**config.mk**
```make
export PLATFORM = sky130hd
export DESIGN_NAME = axi_rd_stream
export DESIGN_NICKNAME = d
export VERILOG_FILES = /design/src/rtl/axi_def.sv /design/src/rtl/axi_rd_burst_calc.sv /design/src/rtl/axi_rd_stream.sv
export SDC_FILE = /design/constraint.sdc
export NUM_CORES = 1
export LEC_CHECK = 0
export CAP_MARGIN = 10
export CORE_ASPECT_RATIO = 1.4
export CORE_UTILIZATION = 46
export CTS_CLUSTER_SIZE = 30
export DETAILED_ROUTE_END_ITERATION = 8
export GPL_ROUTABILITY_DRIVEN = 0
export GPL_TIMING_DRIVEN = 0
export PLACE_DENSITY = 0.91
export SLEW_MARGIN = 20
export SYNTH_ARGS = -nofsm -noshare
export SYNTH_HDL_FRONTEND = slang
export SYNTH_SLANG_ARGS = --single-unit
```
**constraint.sdc**
```tcl
create_clock -name clock -period 5.9 [get_ports clock]
set_input_delay 1.475 -clock clock [delete_from_list [all_inputs] [get_ports clock]]
set_output_delay 1.475 -clock clock [all_outputs]
set_load 0.005 [all_outputs]
```
**src/rtl/axi_def.sv**
```systemverilog
// Shared AXI-3 read definitions: response codes, burst types, status codes.
package axi_def;

    localparam logic [1:0] RRESP_OKAY   = 2'b00;
    localparam logic [1:0] RRESP_EXOKAY = 2'b01;
    localparam logic [1:0] RRESP_SLVERR = 2'b10;
    localparam logic [1:0] RRESP_DECERR = 2'b11;

    localparam logic [1:0] BURST_FIXED = 2'b00;
    localparam logic [1:0] BURST_INCR  = 2'b01;
    localparam logic [1:0] BURST_WRAP  = 2'b10;

    localparam logic [1:0] LOCK_NORMAL = 2'b00;

    localparam logic [1:0] STAT_READY = 2'd0;
    localparam logic [1:0] STAT_BUSY  = 2'd1;
    localparam logic [1:0] STAT_OK    = 2'd2;
    localparam logic [1:0] STAT_ERROR = 2'd3;

    typedef enum logic [1:0] {
        ST_IDLE,
        ST_ADDR,
        ST_DATA,
        ST_DONE
    } rd_state_t;

    function automatic int axsize(input int bus_width);
        return $clog2(bus_width / 8);
    endfunction

endpackage

```
**src/rtl/axi_rd_burst_calc.sv**
```systemverilog
// Burst length: min of max burst, remaining beats and beats left in the 4 KB page.
module axi_rd_burst_calc
    import axi_def::*;
#(
    parameter int AXI_RD_COUNT_WIDTH   = 16,
    parameter int AXI_RD_BUS_WIDTH     = 32,
    parameter int AXI_RD_MAX_BURST_LEN = 16
) (
    input  logic [11:0]                   page_offset,
    input  logic [AXI_RD_COUNT_WIDTH-1:0] remaining,
    output logic [3:0]                    ar_len
);

    localparam int SIZE = axsize(AXI_RD_BUS_WIDTH);

    logic [12:0] page_bytes;
    logic [12:0] page_beats;
    logic [4:0]  len;

    always_comb begin
        page_bytes = 13'h1000 - {1'b0, page_offset};
        page_beats = page_bytes >> SIZE;
        len = 5'(AXI_RD_MAX_BURST_LEN);
        if (32'(remaining) < 32'(len))
            len = 5'(remaining);
        if (page_beats < 13'(len))
            len = page_beats[4:0];
        ar_len = 4'(len - 5'd1);
    end

endmodule

```
**src/rtl/axi_rd_stream.sv**
```systemverilog
// AXI-3 read master streaming a multi-burst transfer to a valid/ready output.
// Optional AXI_RD_ID_CHECK_EN flags beats whose r_id differs from the request id.
module axi_rd_stream
    import axi_def::*;
#(
    parameter int AXI_RD_ID_WIDTH      = 8,
    parameter int AXI_RD_ADDR_WIDTH    = 32,
    parameter int AXI_RD_BUS_WIDTH     = 32,
    parameter int AXI_RD_MAX_BURST_LEN = 16,
    parameter int AXI_RD_COUNT_WIDTH   = 16
) (
    input  logic                          clock,
    input  logic                          reset,
    input  logic                          start,
    input  logic [AXI_RD_ID_WIDTH-1:0]    id,
    input  logic [AXI_RD_ADDR_WIDTH-1:0]  addr,
    input  logic [AXI_RD_COUNT_WIDTH-1:0] beats,
    input  logic [3:0]                    cache,
    input  logic [2:0]                    prot,
    input  logic [4:0]                    user,
    output logic [1:0]                    status,
    output logic [AXI_RD_BUS_WIDTH-1:0]   m_data,
    output logic                          m_valid,
    output logic                          m_last,
    input  logic                          m_ready,
    output logic [AXI_RD_ID_WIDTH-1:0]    ar_id,
    output logic [AXI_RD_ADDR_WIDTH-1:0]  ar_addr,
    output logic [3:0]                    ar_len,
    output logic [2:0]                    ar_size,
    output logic [1:0]                    ar_burst,
    output logic [1:0]                    ar_lock,
    output logic [3:0]                    ar_cache,
    output logic [2:0]                    ar_prot,
    output logic [4:0]                    ar_user,
    output logic                          ar_valid,
    input  logic                          ar_ready,
    input  logic [AXI_RD_ID_WIDTH-1:0]    r_id,
    input  logic [AXI_RD_BUS_WIDTH-1:0]   r_data,
    input  logic                          r_last,
    input  logic [1:0]                    r_resp,
    input  logic                          r_valid,
    output logic                          r_ready
);

    localparam int AW   = AXI_RD_ADDR_WIDTH;
    localparam int CW   = AXI_RD_COUNT_WIDTH;
    localparam int SIZE = axsize(AXI_RD_BUS_WIDTH);
    localparam logic [AW-1:0] ADDR_MASK = {AW{1'b1}} << SIZE;

    rd_state_t state, state_nx;

    logic [AW-1:0]              cur_addr;
    logic [CW-1:0]              remaining;
    logic [3:0]                 beat_cnt;
    logic [3:0]                 len_q;
    logic                       err;
    logic [AXI_RD_ID_WIDTH-1:0] id_q;
    logic [3:0]                 cache_q;
    logic [2:0]                 prot_q;
    logic [4:0]                 user_q;

    logic [3:0]    calc_len;
    logic [4:0]    len_p1;
    logic [AW-1:0] burst_bytes;
    logic          ar_hs;
    logic          r_hs;
    logic          burst_end;
    logic          last_beat;
    logic          id_err;
    logic          beat_err;

    axi_rd_burst_calc #(
        .AXI_RD_COUNT_WIDTH  (CW),
        .AXI_RD_BUS_WIDTH    (AXI_RD_BUS_WIDTH),
        .AXI_RD_MAX_BURST_LEN(AXI_RD_MAX_BURST_LEN)
    ) u_calc (
        .page_offset(cur_addr[11:0]),
        .remaining  (remaining),
        .ar_len     (calc_len)
    );

    assign ar_hs       = (state == ST_ADDR) && ar_ready;
    assign r_hs        = (state == ST_DATA) && r_valid && m_ready;
    assign burst_end   = r_hs && (beat_cnt == len_q);
    assign last_beat   = (remaining == CW'(1));
    assign len_p1      = {1'b0, len_q} + 5'd1;
    assign burst_bytes = AW'(len_p1) << SIZE;

`ifdef AXI_RD_ID_CHECK_EN
    assign id_err = (r_id != id_q);
`else
    logic unused_r_id;
    assign unused_r_id = ^r_id;
    assign id_err = 1'b0;
`endif

    // r_last is only a cross-check; the local counter decides burst end.
    assign beat_err = (r_resp >= RRESP_SLVERR)
                   || (r_last != (beat_cnt == len_q))
                   || id_err;

    always_ff @(posedge clock) begin
        if (reset)
            state <= ST_IDLE;
        else
            state <= state_nx;
    end

    always_comb begin
        state_nx = state;
        ar_valid = 1'b0;
        r_ready  = 1'b0;
        m_valid  = 1'b0;
        m_last   = 1'b0;
        status   = STAT_READY;
        unique case (state)
            ST_IDLE: begin
                if (start)
                    state_nx = (beats == '0) ? ST_DONE : ST_ADDR;
            end
            ST_ADDR: begin
                status   = STAT_BUSY;
                ar_valid = 1'b1;
                if (ar_ready)
                    state_nx = ST_DATA;
            end
            ST_DATA: begin
                status  = STAT_BUSY;
                r_ready = m_ready;
                m_valid = r_valid;
                m_last  = r_valid && last_beat;
                if (burst_end)
                    state_nx = last_beat ? ST_DONE : ST_ADDR;
            end
            ST_DONE: begin
                status   = err ? STAT_ERROR : STAT_OK;
                state_nx = ST_IDLE;
            end
            default: state_nx = ST_IDLE;
        endcase
    end

    always_ff @(posedge clock) begin
        if (reset) begin
            cur_addr  <= '0;
            remaining <= '0;
            beat_cnt  <= '0;
            len_q     <= '0;
            err       <= 1'b0;
            id_q      <= '0;
            cache_q   <= '0;
            prot_q    <= '0;
            user_q    <= '0;
        end else begin
            if ((state == ST_IDLE) && start) begin
                cur_addr  <= addr & ADDR_MASK;
                remaining <= beats;
                beat_cnt  <= '0;
                err       <= 1'b0;
                id_q      <= id;
                cache_q   <= cache;
                prot_q    <= prot;
                user_q    <= user;
            end
            if (ar_hs) begin
                len_q    <= calc_len;
                beat_cnt <= '0;
            end
            if (r_hs) begin
                remaining <= remaining - CW'(1);
                beat_cnt  <= beat_cnt + 4'd1;
                if (beat_err)
                    err <= 1'b1;
                if (burst_end)
                    cur_addr <= cur_addr + burst_bytes;
            end
        end
    end

    assign m_data   = r_data;
    assign ar_id    = id_q;
    assign ar_addr  = cur_addr;
    assign ar_len   = calc_len;
    assign ar_size  = 3'(SIZE);
    assign ar_burst = BURST_INCR;
    assign ar_lock  = LOCK_NORMAL;
    assign ar_cache = cache_q;
    assign ar_prot  = prot_q;
    assign ar_user  = user_q;

endmodule

```
Run 1, metal layers overlaid:
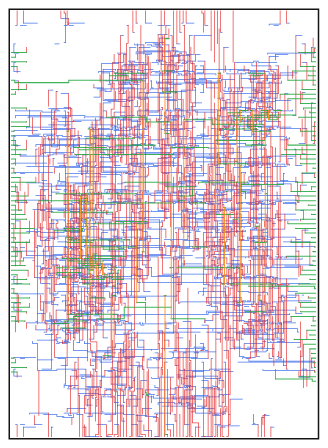
- metal 1: blue (wire length 5680 um)
- metal 2: red (wire length 8020 um)
- metal 3: green (wire length 1230 um)
- metal 4: orange (wire length 743 um)

Run 1, M3 wires:
The bar under the picture is 20 um long.
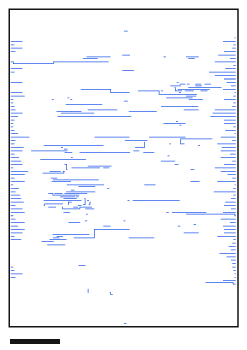
- wire length on this layer: 1230 um
- share of all routed wire: 7.8%
- nets with wire on the layer: 201
- main direction: horizontal
detailed-route wire length: 15.7 mm
met3 usage: 4.83%
via count: 5682

==> notes.md, run 1 <==
run metrics: status=finished, final reports clean, Fmax=0.172 GHz, CP arrival=4330 ps, Syn Area/Cell=7.82 um^2, Synth Cell Area=5030 um^2, # port buffers=167, core region area=10500 um^2, RSZ-0062 raised after global routing=false, slew of the pin with the lowest slew margin=740 ps, Die Size=11400 um^2, CP max stage cell=or4_4, largest net degree at the start of global routing=15, ys flops=79, final hold slack=454 ps, fin. max-slew vios=0, post-synthesis adder-cell area fraction=5.37%, router iterations before antenna repair=7, Max VDD drop=0.000241 V, H-tree depth=3, Log Warnings=43, post-route setup TNS=0 ps, yosys simple share=28.9%, Critical Path Max Stage Delay=580 ps, WS Path Type=reg -> out, Slew headroom=50.6%, xor/xnor share=2.61%, largest power group=combinational cells, final setup margin=95.5 ps, CTS hold repair buffers=0, Die H=126 um, CP cell instances=or4_4 > nor4_4 > buf_6 > nand2_1 > ha_1 > o21a_1 > o211ai_1 > o211ai_1 > a32o_1 > a32oi_1 > ha_1 > xnor2_1 > clkdlybuf4s50_1, Yosys cell types=71, post-cts resize count=0, Synth mux share=0.647%, routed length per instance=16.2 um, PwrDens=351 nW/um^2, worst clock skew=8.50 ps, die width=90.4 um, Sw Ratio=39.1%, Seq group=0.797 mW, # setup viols final=0, CTS tree=done, CTS max path bufs=2, Synth Seq Share=31.5%, nets=964, Post-Place Worst Slack=546 ps, Comb. pwr=1.15 mW, clock root cell=clkbuf_16
Run 1, zoomed window:
Window x 25 to 65, y 18 to 58 um. Cells in gray, sequential cells in the stronger gray; small squares are vias.
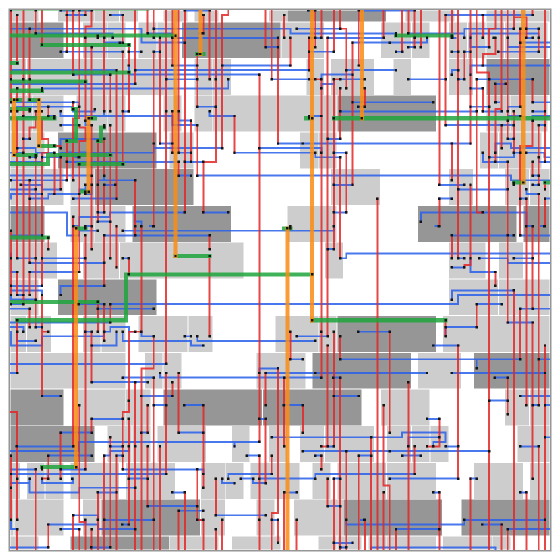
- metal 1: blue
- metal 2: red
- metal 3: green
- metal 4: orange
- cells with their middle in the window: 115
- most frequent: nand2_1 (20), dfxtp_1 (19), clkdlybuf4s50_1 (18)
- netlist names of flops here include: ar_id (6), ar_addr (4), remaining (4)
- sequential cells in the window: 19

run 1: per-stage QoR:
stage | util [%] | power [mW] | cells
floorplan | - | 1.48 | 648
global route | 68.5 | 2.67 | 969
finish | 68.5 | 2.53 | 969
CTS | 68.5 | 2.51 | 969
global placement | 65.5 | 1.90 | 953
detailed placement | 65.5 | 1.93 | 953
run 1: state kept, by name, summed over array words and instances (netlist names):
name       count
ar_cache       4
state          2
ar_addr       32
remaining     16
beat_cnt       4
len_q          4
err            1
ar_prot        3
ar_user        5
ar_id          8
run 1: area by class of cell:
class | instances | area, um^2 | area share [%]
timing repair buffer | 167 | 1670 | 23.2
inverter | 17 | 63.8 | 0.886
clock buffer | 10 | 239 | 3.32
sequential | 79 | 1580 | 22.0
buffer | 70 | 419 | 5.82
clock inverter | 6 | 68.8 | 0.956
tap | 138 | 173 | 2.40
multi-input combinational | 482 | 2980 | 41.4
run 1: placed cells by master (no fill, tap or decap), types with 12 or more instances in the layout:
cell             synthesis  layout
nor4_1                  12      12
buf_4                   39      39
dfxtp_1                 79      79
nor2_1                  48      48
clkbuf_1                25      25
xnor2_1                 13      13
ha_1                    20      20
clkdlybuf4s50_1          0     167
nor3_1                  15      15
a21oi_1                 46      46
inv_1                   17      17
nand3_1                 27      27
nand2_1                104     104
and3_1                  16      16
a31oi_1                 14      14
o21ai_0                 18      18
run 1: worst max-delay path: cells and delay by family (launching register included):
| family | cells | cell delay, ps |
|---|---|---|
| AOI/OAI and AO/OA | 5 | 1190 |
| and+or+nand+nor | 3 | 1020 |
| buffers and inverters | 2 | 730 |
| adders and majority gates | 2 | 520 |
| DFF | 1 | 370 |
| xor gates and xnor gates | 1 | 160 |
run 1: worst paths after layout:
check / startpoint / end / slack [ps] / depth (start not counted)
setup / recovery: remaining[7] / ar_len[2] / 100 / 13
hold reg to reg: ar_user[1] / ar_user[1] / 450 / 2
setup reg to reg: remaining[7] / len_q[2] / 1980 / 14
hold / removal: ar_user[1] / ar_user[1] / 450 / 2
run 1: cell families (layout without fill, tap and decap cells):
group | count (synthesis) | count (layout)
other cells | 2 | 7
buf+inv | 87 | 270
mux | 3 | 3
flops | 79 | 79
compound gates | 153 | 153
xor+xnor | 15 | 15
fa+ha+maj | 21 | 21
simple gates | 283 | 283
run 1: layer usage:
layer  routed length, um  GRT usage [%]  part of all wire [%]
met1                5680           27.8                    36
met2                8020           51.0                    51
met3                1230           4.83                   7.8
met4                 742           15.4                   4.7
met5                   0              0                     0
run 1: synthesized netlist by cell type (all sizes together) (5+ instances only):
cell | instances | share of area, %
nor2 | 49 | 3.7
nand2 | 105 | 7.9
and3 | 16 | 2.0
ha | 20 | 5.0
o211ai | 11 | 1.6
a31oi | 14 | 1.7
dfxtp | 79 | 31
a21oi | 47 | 4.8
nand3 | 27 | 2.7
nor4 | 15 | 2.6
inv | 17 | 1.3
xnor2 | 13 | 2.3
a2111oi | 5 | 1.7
or3 | 11 | 1.5
a311oi | 8 | 1.4
or4 | 8 | 1.3
clkbuf | 25 | 1.9
nor3 | 15 | 1.5
a211oi | 11 | 1.6
o21ai | 22 | 2.2
nand4 | 9 | 1.7
and2 | 11 | 1.4
buf | 45 | 6.5
==> inputs of run 2 (changes only) <==
ABC_AREA = 1   (was unset)
CORE_UTILIZATION = 47   (was 46)
CTS_CLUSTER_DIAMETER = 150   (was unset)
PLACE_DENSITY = 0.92   (was 0.91)
SETUP_SLACK_MARGIN = 0.1   (was unset)
Run 2, clock distribution:
The bar under the picture is 20 um long.
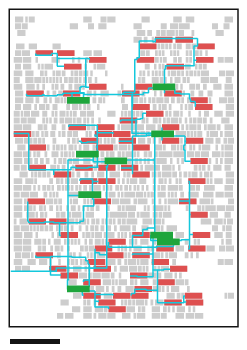
- clock wires: cyan (length 1020 um)
- clock drivers: green (count 9)
- flip-flops: red (count 79)
- flops lie: spread over the die
- routed clock nets: 10
clock group total power: 0.511 mW
insertion delay at the late pin of the worst-skew pair: 340 ps

==> notes.md, run 2 <==
run metrics: metal3 WL=1.61 mm (+31%), detailed-route wire length=16.9 mm (+7.7%), Critical Path Stages=16 (+3), max layer used=met4, routed length per instance=15.0 um (-7.1%), Critical Path Max Stage Delay=550 ps (-30 ps), largest net degree at the start of global routing=14 (-1), worst clock skew=7.40 ps (-1.10 ps), Layout Utilization=67.9% (-0.55 points), list of most frequent post-synthesis cells=167 x nand2_1, 89 x nor2_1, 79 x dfxtp_1, Top delay family on crit path=simple AND/OR/NAND/NOR gates, CP startpoint=ar_addr[1], via count=6078 (+7.0%), CP cell instances=nor2_2 > nand2_2 > or2_4 > nor2_4 > nand2_4 > xor2_1 > ha_1 > nand2_1 > nand3_2 > nor2_2 > nand2_4 > nand2_1 > nand2_4 > ha_1 > xnor2_2 > clkdlybuf4s50_1, CP max stage cell=clkdlybuf4s50_1, CTS tree=done, final setup margin=870 ps (+774 ps), top cells, area=dfxtp_1 30%, nand2_1 12%, nor2_1 6.3%, max FFs per register=32 (unchanged), most frequent cell after synthesis=nand2_1, Die H=128 um (+1.5%), Die Size=11700 um^2 (+3.0%), Max VDD drop=0.000213 V (-12%), Synth Cell Area=5290 um^2 (+5.3%), Fmax=0.199 GHz (+15%), # setup viols final=0 (unchanged), status=finished, final reports clean, die width=91.7 um (+1.5%), nets=1116 (+16%), Slew headroom=54.7% (+4.1 points), ys flops=79 (unchanged), core region area=10900 um^2 (+3.9%), Synth Seq Share=29.9% (-1.6 points), Worst Min Path Start=err, PwrDens=354 nW/um^2 (+0.87%), # port buffers=166 (-0.60%), Sw Ratio=41.4% (+2.3 points)
Run 2, placed standard cells:
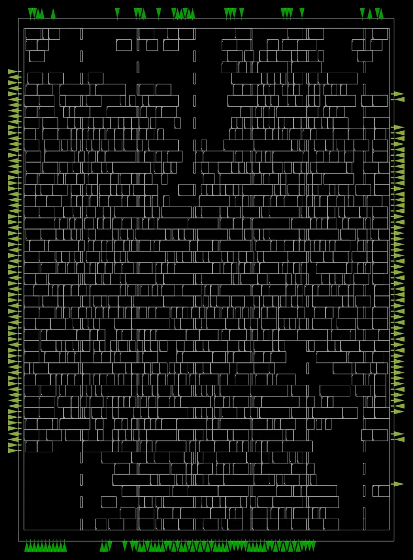
flop share of the area: 21.3%
Flops: 79
# fillers: 928

## run 2: power groups by stage
stage	Combinational, mW	Sequential (mW)	Clock (mW)
after floorplan	0.775	0.796	0
after global placement	1.25	0.814	0
after detailed placement	1.28	0.819	0
after CTS	1.29	0.809	0.510
after global routing	1.45	0.831	0.538
final	1.30	0.815	0.511
## run 2: area by class of cell
cell class,instances,area [um^2]
fillers,928,3500
repair buffers,166,1660
clock inverters,5,35.0
inverters,84,315
clock buffers,11,233
multi-input cells,571,3010
well taps,141,176
plain buffers,67,402
flip-flops and latches,79,1580
## run 2: worst min-delay path, stage by stage, from the launching register on
cell,delay (ps)
dfxtp_1,310
nand2_1,60
a21oi_1,60
## run 2: cell families (layout without fill, tap and decap cells)
| group | Yosys count | after routing | synth area share, % |
|---|---|---|---|
| other | 2 | 7 | 0.142 |
| AOI/OAI and AO/OA | 155 | 155 | 16.3 |
| buffers and inverters | 151 | 333 | 13.5 |
| xor gates and xnor gates | 23 | 23 | 3.95 |
| adders and majority gates | 21 | 21 | 5.11 |
| DFF | 79 | 79 | 29.9 |
| and+or+nand+nor | 365 | 365 | 31.1 |
## run 2: worst paths after layout
kind,endpoint,slack (ps)
setup / recovery,ar_len[2],870
hold / removal,err,480
setup reg to reg,len_q[2],3040
hold reg to reg,err,480
## run 2: per-stage QoR
stage	hold WS [ps]	std cells
6_report	475	1124
5_1_grt	499	1124
4_1_cts	476	1124
3_5_place_dp	467	1108
3_3_place_gp	463	1108
2_1_floorplan	446	801
## run 2: per-layer routing
layer / vias to the layer above / GRT usage, %
met1: 2691 / 31.1
met2: 376 / 52.2
met5: - / 0
met3: 73 / 5.42
li1: 2938 / -
met4: 0 / 18.9
Power is estimated from default activity; no workload was simulated.
